**Run 1: metal 1**

(4 px per um) Supply wires on this layer in gray.
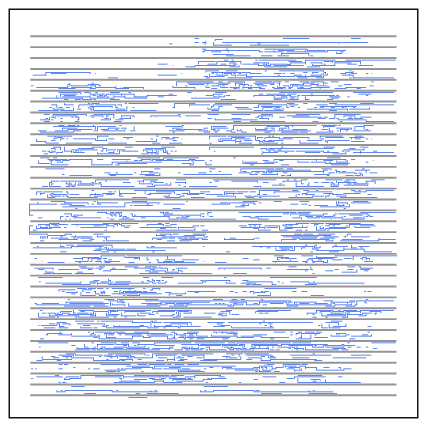
**Run 1: metal 2**

(3 px per um)
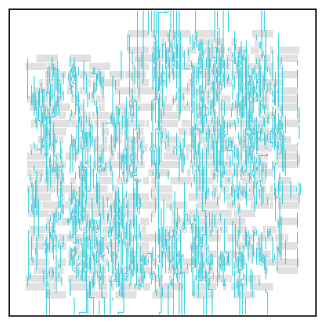
**Run 1: signal wires on met3**

(4 px per um)
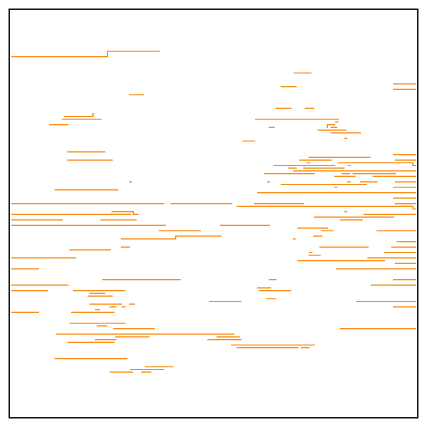
===== config.mk =====
export PLATFORM = sky130hd
export DESIGN_NAME = prbs_link_test_ctrl
export DESIGN_NICKNAME = d
export VERILOG_FILES = /design/src/rtl/prbs_link_test_ctrl.sv
export SDC_FILE = /design/constraint.sdc
export NUM_CORES = 1
export LEC_CHECK = 0
export CAP_MARGIN = 20
export CORE_MARGIN = 5
export CORE_UTILIZATION = 64
export CTS_CLUSTER_SIZE = 30
export DETAILED_ROUTE_END_ITERATION = 7
export DONT_BUFFER_PORTS = 1
export PLACE_DENSITY_LB_ADDON = 0.15
export SETUP_SLACK_MARGIN = 0.5
export SLEW_MARGIN = 20
export SYNTH_ARGS = -nofsm -noshare
export SYNTH_HDL_FRONTEND = slang
export SYNTH_SLANG_ARGS = --single-unit
export TNS_END_PERCENT = 1

===== constraint.sdc =====
create_clock -name clk_i -period 5.6 [get_ports clk_i]
set_clock_uncertainty 0.2 [all_clocks]
set_input_delay 1.4 -clock clk_i [delete_from_list [all_inputs] [get_ports clk_i]]
set_output_delay 1.4 -clock clk_i [all_outputs]
set_load 0.01 [all_outputs]

===== src/rtl/prbs_link_test_ctrl.sv =====
// rtl/prbs_link_test_ctrl.sv - PRBS7 link test sequencer: settle, lock acquisition, error measurement window
module prbs_link_test_ctrl #(
    parameter int SETTLE_CYCLES = 256,
    parameter int LOCK_TIMEOUT  = 65536,
    parameter int WINDOW_WORDS  = 1048576,
    parameter int MAX_ERR       = 0,
    parameter int CNT_W         = 32
) (
    input  logic             clk_i,
    input  logic             rst_i,
    input  logic             start_i,
    input  logic             abort_i,
    input  logic             lock_i,
    input  logic             err_i,
    output logic             tx_en_o,
    output logic             rx_en_o,
    output logic             chk_clr_o,
    output logic             busy_o,
    output logic             done_o,
    output logic             pass_o,
    output logic             timeout_o,
    output logic             lock_lost_o,
    output logic [CNT_W-1:0] err_cnt_o,
    output logic [CNT_W-1:0] word_cnt_o
);

    localparam int TMR_MAX = (SETTLE_CYCLES > LOCK_TIMEOUT) ? SETTLE_CYCLES : LOCK_TIMEOUT;
    localparam int TMR_W   = $clog2(TMR_MAX + 1);

    typedef enum logic [2:0] {
        S_IDLE,
        S_TX_SETTLE,
        S_RX_ACQ,
        S_MEASURE,
        S_DONE
    } state_t;

    state_t             state_q, state_d;
    logic [TMR_W-1:0]   timer_q, timer_d;
    logic [CNT_W-1:0]   err_q, err_d;
    logic [CNT_W-1:0]   word_q, word_d;
    logic               pass_q, pass_d;
    logic               timeout_q, timeout_d;
    logic               lost_q, lost_d;
    logic               tx_en_q, rx_en_q, chk_clr_q, busy_q, done_q;
    logic               clear_run;

    always_comb begin
        state_d   = state_q;
        timer_d   = timer_q;
        err_d     = err_q;
        word_d    = word_q;
        pass_d    = pass_q;
        timeout_d = timeout_q;
        lost_d    = lost_q;
        clear_run = 1'b0;

        case (state_q)
            S_IDLE, S_DONE: begin
                if (start_i) begin
                    state_d   = S_TX_SETTLE;
                    clear_run = 1'b1;
                end
            end
            S_TX_SETTLE: begin
                if (timer_q == TMR_W'(SETTLE_CYCLES - 1)) begin
                    state_d = S_RX_ACQ;
                    timer_d = '0;
                end else begin
                    timer_d = timer_q + TMR_W'(1);
                end
            end
            S_RX_ACQ: begin
                // The first acquisition cycle coincides with the checker clear, so lock is not trusted yet.
                if (timer_q != '0 && lock_i) begin
                    state_d = S_MEASURE;
                end else if (timer_q == TMR_W'(LOCK_TIMEOUT - 1)) begin
                    state_d   = S_DONE;
                    timeout_d = 1'b1;
                end
                timer_d = timer_q + TMR_W'(1);
            end
            S_MEASURE: begin
                word_d = word_q + CNT_W'(1);
                if (err_i && err_q != {CNT_W{1'b1}}) begin
                    err_d = err_q + CNT_W'(1);
                end
                if (!lock_i) begin
                    state_d = S_DONE;
                    lost_d  = 1'b1;
                end else if (word_d == CNT_W'(WINDOW_WORDS)) begin
                    state_d = S_DONE;
                end
            end
            default: state_d = S_IDLE;
        endcase

        if (state_d == S_DONE && state_q != S_DONE) begin
            pass_d = !timeout_d && !lost_d && (err_d <= CNT_W'(MAX_ERR));
        end

        if (abort_i) begin
            state_d   = S_IDLE;
            clear_run = 1'b1;
        end

        if (clear_run) begin
            timer_d   = '0;
            err_d     = '0;
            word_d    = '0;
            pass_d    = 1'b0;
            timeout_d = 1'b0;
            lost_d    = 1'b0;
        end
    end

    always_ff @(posedge clk_i) begin
        if (rst_i) begin
            state_q   <= S_IDLE;
            timer_q   <= '0;
            err_q     <= '0;
            word_q    <= '0;
            pass_q    <= 1'b0;
            timeout_q <= 1'b0;
            lost_q    <= 1'b0;
            tx_en_q   <= 1'b0;
            rx_en_q   <= 1'b0;
            chk_clr_q <= 1'b0;
            busy_q    <= 1'b0;
            done_q    <= 1'b0;
        end else begin
            state_q   <= state_d;
            timer_q   <= timer_d;
            err_q     <= err_d;
            word_q    <= word_d;
            pass_q    <= pass_d;
            timeout_q <= timeout_d;
            lost_q    <= lost_d;
            // Enables are decoded from the next state so they line up with state_q after the edge.
            tx_en_q   <= (state_d == S_TX_SETTLE) || (state_d == S_RX_ACQ) || (state_d == S_MEASURE);
            rx_en_q   <= (state_d == S_RX_ACQ) || (state_d == S_MEASURE);
            chk_clr_q <= (state_d == S_RX_ACQ) && (state_q != S_RX_ACQ);
            busy_q    <= (state_d == S_TX_SETTLE) || (state_d == S_RX_ACQ) || (state_d == S_MEASURE);
            done_q    <= (state_d == S_DONE);
        end
    end

    assign tx_en_o     = tx_en_q;
    assign rx_en_o     = rx_en_q;
    assign chk_clr_o   = chk_clr_q;
    assign busy_o      = busy_q;
    assign done_o      = done_q;
    assign pass_o      = pass_q;
    assign timeout_o   = timeout_q;
    assign lock_lost_o = lost_q;
    assign err_cnt_o   = err_q;
    assign word_cnt_o  = word_q;

endmodule

==> run_results.csv, run 1 <==
group,metric,value,unit
setup_path,cp.required,5.69,ns
setup_path,r2r_slack,2.27,ns
placed_design,pre_cts_ws,1.89,ns
final_layout,largest_class,"combinational gates",
final_layout,clkbuf_count,11,
clock_tree,clock-sinks,91,
final_timing,whs,0.312,ns
final_layout,finalInstanceArea,5500,um^2
final_layout,flops,91,
setup_path,start_kind,"primary input",
clock_tree,cts_buffer_depth,2,
synth,ys.flops,91,
clock_tree,cts_max_level,3,
final_layout,fin_util,0.669,
drt,drt-met1-wl,5.54,mm
drt,drtIter0Drc,250,
placed_design,finalWeightedCongestion,0.954,
clock_tree,cts_resized,0,
final_timing,fmax,293,MHz
synth,post-synth-top-count-cell,"nor2_1",
setup_path,cp.depth,7,
final_layout,clkCellAreaFrac,0.0303,
drt,drt_wl_total,13.0,mm
drt,wl_per_cell,17.3,um
final_layout,nets,658,
final_layout,buffer_area_frac,0.00273,
setup_path,crit_start,"err_i",
final_layout,comb_share,0.604,
setup_path,critical-path-top-delay-family,"simple AND/OR/NAND/NOR gates",
final_timing,finalHoldViolCount,0,
final_layout,seq_area,1820,um^2
setup_path,path_max_fanout,18,
global_routing,grt_pass1_vias,4410,
flow_run,warning_count,28,
final_timing,tightest_slew,0.920,ns
flow_run,maxCapViolations,0,
power,power,1.07,mW
synth,syn_area_per_cell,7.99,um^2
clock_tree,cts_root_buf,"clkbuf_8",
global_routing,grt_pass1_wl,21.5,mm
synth,synth_top_cell_by_area,"dfxtp_1",
setup_path,rr_worst_depth,9,
run_status,status,"completed",
synth,xor_share,0.119,
synth,compound_area_frac,0.145,
clock_tree,post_cts_buffers,0,
clock_tree,cts_tree,"yes",
## Picture notes: 'metal 1'
share of all routed wire: 42%
wire length on this layer: 5540 um

## Picture notes: 'metal 2'
longest straight run: 34.8 um
main direction: vertical
nets with wire on the layer: 533
wire length on this layer: 6030 um
share of all routed wire: 46%

## Picture notes: 'signal wires on met3'
wire length on this layer: 1210 um
share of all routed wire: 9.3%

[run 1: layer usage]
layer  up-vias  GRT usage
met5         -          0
met4         0     0.0869
met3        26     0.0647
met2       210      0.399
met1      2238      0.339
li1       2385          -
[run 1: registers in the layout, indices dropped and copies added, names as in the netlist]
signal       count
done_o           1
err_cnt_o       32
timeout_o        1
chk_clr_o        1
rx_en_o          1
timer_q         17
pass_o           1
busy_o           1
lock_lost_o      1
state_q          3
word_cnt_o      32
[run 1: report_power, final]
| group | switching [mW] | internal [mW] |
|---|---|---|
| combinational | 0.0172 | 0.00503 |
| clock | 0.218 | 0.179 |
| sequential | 0.00154 | 0.647 |
| total | 0.236 | 0.831 |
==> run 1 -> run 2 <==
--- a/config.mk
+++ b/config.mk
@@ -7,7 +7,7 @@
 export LEC_CHECK = 0
 export CAP_MARGIN = 20
 export CORE_MARGIN = 5
-export CORE_UTILIZATION = 64
+export CORE_UTILIZATION = 58
 export CTS_CLUSTER_SIZE = 30
 export DETAILED_ROUTE_END_ITERATION = 7
 export DONT_BUFFER_PORTS = 1
==> constraint.sdc (replaced) <==
create_clock -name clk_i -period 2.8 [get_ports clk_i]
set_clock_uncertainty 0.2 [all_clocks]
set_input_delay 0.7 -clock clk_i [delete_from_list [all_inputs] [get_ports clk_i]]
set_output_delay 0.7 -clock clk_i [all_outputs]
set_load 0.01 [all_outputs]
==> run 2 against run 1 <==
Net effect: critical path depth up 1; wire length up 14%; die area up 9.3%; largest power group unchanged; combinational power up 130%; non-clock buffer count up 90; sequential share of layout area down 4.6 points; clock-buffer cell count up 1.
==> run_results.csv, run 2 <==
group,metric,value,unit
synth,xor_share,0.119,
global_routing,grt_use_met3,0.0747,
global_routing,grt_util_met2,0.453,
power,power_leader,"registers",
drt,drtIter0Drc,337,
final_layout,nets,748,
setup_path,critical-path-top-delay-family,"simple AND/OR/NAND/NOR gates",
synth,compound_area_frac,0.145,
final_layout,fin_util,0.703,
final_timing,whs,0.316,ns
final_timing,tightest_slew,0.531,ns
drt,drt_wl_total,14.9,mm
power,p_clk,0.859,mW
power,powerSeq,1.30,mW
power,seqPwrFrac,0.587,
global_routing,met1_usage,0.323,
drt,drt-met1-wl,6.19,mm
setup_path,cp.depth,8,
power,pwr-share-clk,0.389,
synth,ys.flops,91,
setup_path,path_max_fanout,8,
setup_path,r2r_slack,0.25,ns
drt,wl_per_cell,17.5,um
synth,post-synth-top-count-cell,"nor2_1",
power,power,2.21,mW
clock_tree,cts_tree,"yes",
final_layout,seq_area,1840,um^2
flow_run,maxCapViolations,0,
global_routing,top_usage_layer,"met2",
setup_path,rr_worst_depth,8,
global_routing,grt_pass1_wl,25.2,mm
flow_run,warning_count,31,
clock_tree,cts_root_buf,"clkbuf_8",
setup_path,cp.required,2.90,ns
placed_design,finalWeightedCongestion,0.904,
run_status,status,"completed",
power,p_int,1.69,mW
-- run 2: cell types whose count changed in the layout (fill, tap and decap cells not counted), sizes merged --
cell | before | now
clkinvlp | 0 | 1
inv | 12 | 13
clkinv | 3 | 2
clkbuf | 11 | 12
buf | 2 | 92
-- run 2: cell type report --
| class | instances | share of cell area |
|---|---|---|
| clock inverter | 4 | 0.00525 |
| timing repair buffer | 92 | 0.112 |
| inverter | 12 | 0.00700 |
| multi-input combinational | 530 | 0.545 |
| clock buffer | 12 | 0.0241 |
| tap | 111 | 0.0216 |
| sequential | 91 | 0.285 |
-- run 2: repair_timing --
item | 4_1_cts | 5_1_grt
setup buffers | 12 | 2
gates resized | 43 | 5
pin swaps | 18 | 9
endpoints found under the setup margin | 32 | 39
**Run 2: metal 1**

(4 px per um) Supply wires on this layer in gray.
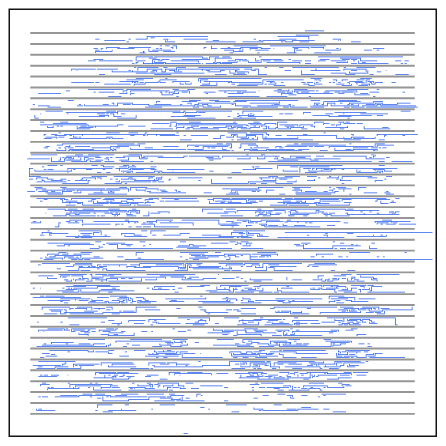
longest straight run: 45.5 um
wire length on this layer: 6190 um
nets with wire on the layer: 722
main direction: horizontal

**Run 2: signal wires on met3**

(4 px per um)
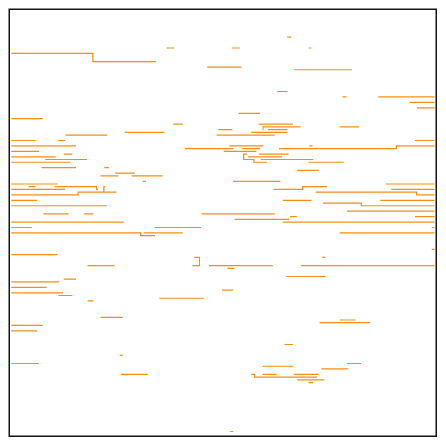
wire length on this layer: 1070 um
longest straight run: 37.7 um
main direction: horizontal

Power is estimated from default activity; no workload was simulated.
